[config.mk]
export PLATFORM = sky130hd
export DESIGN_NAME = rob_multiport
export DESIGN_NICKNAME = d
export VERILOG_FILES = /design/src/rtl/rob_multiport.sv
export SDC_FILE = /design/constraint.sdc
export NUM_CORES = 2
export LEC_CHECK = 0
export CORE_MARGIN = 2
export CORE_UTILIZATION = 45
export DETAILED_ROUTE_END_ITERATION = 16
export PLACE_DENSITY_LB_ADDON = 0.3
export SLEW_MARGIN = 20
export SYNTH_ARGS = -nofsm -noshare
export SYNTH_HDL_FRONTEND = slang
export SYNTH_SLANG_ARGS = --single-unit
[constraint.sdc]
create_clock -name clk -period 4.5 [get_ports clk]
set_input_delay 1.35 -clock clk [delete_from_list [all_inputs] [get_ports clk]]
set_output_delay 1.35 -clock clk [all_outputs]
set_load 0.02 [all_outputs]
[src/rtl/rob_multiport.sv]
// rob_multiport: reorder buffer with in-order dispatch/commit, NUM_CDB out-of-order completion ports and mispredict squash
module rob_multiport #(
  parameter int DEPTH = 32,
  parameter int NUM_CDB = 2,
  parameter int IDX_W = $clog2(DEPTH)
) (
  input  logic                     clk,
  input  logic                     rst_n,
  input  logic                     disp_valid_i,
  output logic                     disp_ready_o,
  input  logic [4:0]               disp_rd_addr_i,
  input  logic                     disp_is_branch_i,
  output logic [IDX_W-1:0]         disp_rob_idx_o,
  input  logic [NUM_CDB-1:0]       cdb_valid_i,
  input  logic [NUM_CDB*IDX_W-1:0] cdb_rob_idx_i,
  input  logic [NUM_CDB*32-1:0]    cdb_data_i,
  input  logic [NUM_CDB-1:0]       cdb_mispredict_i,
  input  logic [NUM_CDB*32-1:0]    cdb_target_i,
  output logic                     commit_valid_o,
  input  logic                     commit_ready_i,
  output logic [4:0]               commit_rd_addr_o,
  output logic [31:0]              commit_rd_data_o,
  output logic [IDX_W-1:0]         commit_rob_idx_o,
  output logic                     flush_o,
  output logic [31:0]              flush_target_o,
  output logic [IDX_W-1:0]         head_idx_o,
  output logic [IDX_W-1:0]         tail_idx_o,
  output logic [IDX_W:0]           count_o,
  output logic                     full_o,
  output logic                     empty_o
);
  logic [DEPTH-1:0] valid, done, is_br, mis;
  logic [4:0]       rd_addr [DEPTH];
  logic [31:0]      rd_data [DEPTH];
  logic [31:0]      target  [DEPTH];
  logic [IDX_W-1:0] head, tail;
  logic [IDX_W:0]   count;
  logic [IDX_W-1:0] cidx [NUM_CDB];
  logic             disp_fire, commit_fire, squash;

  always_comb
    for (int p = 0; p < NUM_CDB; p++) cidx[p] = cdb_rob_idx_i[p*IDX_W +: IDX_W];

  assign full_o           = count == (IDX_W+1)'(DEPTH);
  assign empty_o          = count == '0;
  assign commit_valid_o   = valid[head] & done[head];
  assign disp_ready_o     = !full_o & !(commit_valid_o & mis[head]);
  assign disp_fire        = disp_valid_i & disp_ready_o;
  assign commit_fire      = commit_valid_o & commit_ready_i;
  assign squash           = commit_fire & mis[head];
  assign disp_rob_idx_o   = tail;
  assign commit_rd_addr_o = rd_addr[head];
  assign commit_rd_data_o = rd_data[head];
  assign commit_rob_idx_o = head;
  assign head_idx_o       = head;
  assign tail_idx_o       = tail;
  assign count_o          = count;

  // later ports overwrite earlier ones, so the highest-numbered port wins a collision
  always_ff @(posedge clk or negedge rst_n)
    if (!rst_n) begin
      valid          <= '0;
      done           <= '0;
      is_br          <= '0;
      mis            <= '0;
      head           <= '0;
      tail           <= '0;
      count          <= '0;
      flush_o        <= 1'b0;
      flush_target_o <= '0;
    end else begin
      flush_o <= squash;
      if (squash) flush_target_o <= target[head];
      for (int p = 0; p < NUM_CDB; p++)
        if (cdb_valid_i[p] && valid[cidx[p]]) begin
          done[cidx[p]] <= 1'b1;
          if (is_br[cidx[p]]) mis[cidx[p]] <= cdb_mispredict_i[p];
        end
      if (disp_fire) begin
        valid[tail] <= 1'b1;
        done[tail]  <= 1'b0;
        is_br[tail] <= disp_is_branch_i;
        mis[tail]   <= 1'b0;
        tail        <= tail + 1'b1;
      end
      if (commit_fire) begin
        valid[head] <= 1'b0;
        head        <= head + 1'b1;
      end
      if (squash) begin
        valid <= '0;
        tail  <= head + 1'b1;
        count <= '0;
      end else
        count <= count + (IDX_W+1)'(disp_fire) - (IDX_W+1)'(commit_fire);
    end

  // payload needs no reset: it is only observed behind valid/done
  always_ff @(posedge clk) begin
    for (int p = 0; p < NUM_CDB; p++)
      if (cdb_valid_i[p] && valid[cidx[p]]) begin
        rd_data[cidx[p]] <= cdb_data_i[p*32 +: 32];
        if (is_br[cidx[p]]) target[cidx[p]] <= cdb_target_i[p*32 +: 32];
      end
    if (disp_fire) rd_addr[tail] <= disp_rd_addr_i;
  end
endmodule

==> images/m2.png <==
Cells faint in the background.
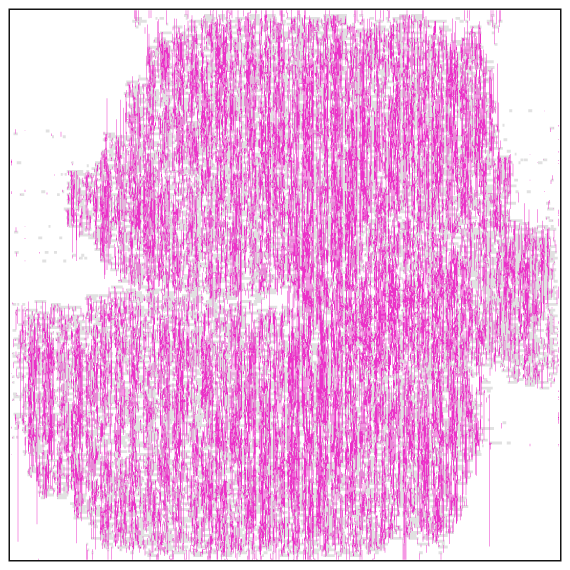
longest straight run: 143 um
share of all routed wire: 46%
Via Count: 73,806
global-route met2 utilization: 0.4388
DRT Wirelength: 394.6 mm

==> images/congestion_map.png <==
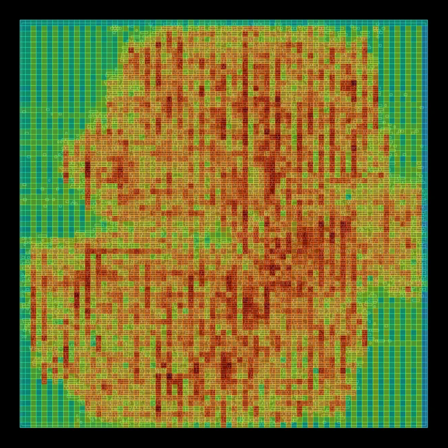
GRT busiest layer: met2
Final Core Density: 0.5439

==> images/port_trees.png <==
Scale bar: 200 um.
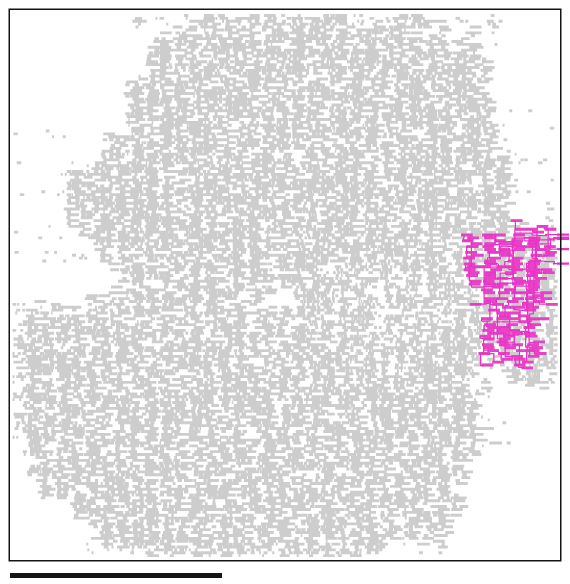
[`disp_rd_addr_i`] magenta | direction: input | end cells: 160 | buffers: 5 | wire: 2,090 um
# IOs: 252
# port buffers: 251

==> notes.md <==
flow finished, numbers: violated checks setup timing, Fill cells just over 20,000, Final WS setup -0.1602 ns, status finished, violations left, LEAKAGE approximately 0.049 uW, Crit path largest cell delay around 0.55 ns, Largest logic family multiplexers, wire length on met3 roughly 40 mm, CTS H-tree lvls 5, met3 global-route usage 0.05658, endpoints failing setup 34, FF-to-FF setup slack ~0.22 ns, worst-margin pin slew 1.235 ns, cell family contributing the most delay on the critical path buffers and inverters, Synth top cell by count edfxtp_1, total sequential power ~26,000 uW, Critical Path Stages 9, Hold-fix buffers, CTS 0, Placed Area 131,900 um2, Skew-Pair Late Insertion Delay 0.89 ns, layout cells sized above 1 0.5033, total setup buffers inserted after CTS 60, switching power 20,300 uW, buffer share of cell area 0.09177, Syn Inst Count about 7,100, CP max FO 6, Max-area cell share 0.5579, Crit Path Category reg2out
[sequential cells by signal, summed over array words and instances, names as in the netlist]
name,count
flush_target_o,32
flush_o,1
rd_data,1024
disp_rob_idx_o,5
rd_addr,160
count_o,6
mis,32
done,32
is_br,32
target,1024
commit_rob_idx_o,5
valid,32
[worst reg2reg max path: stages, from the launching register on]
cell and delay, ns:
dfrtp_4 0.55, buf_12 0.17, buf_12 0.13, buf_16 0.16
buf_8 0.14, mux2_4 0.21, o22ai_2 0.06, or4_4 0.57
nor2_4 0.22, buf_4 0.15, buf_4 0.10, buf_4 0.11
buf_4 0.33, a21oi_1 0.16, buf_4 0.22, and2_0 0.47
buf_4 0.32
Power is estimated from default activity; no workload was simulated.
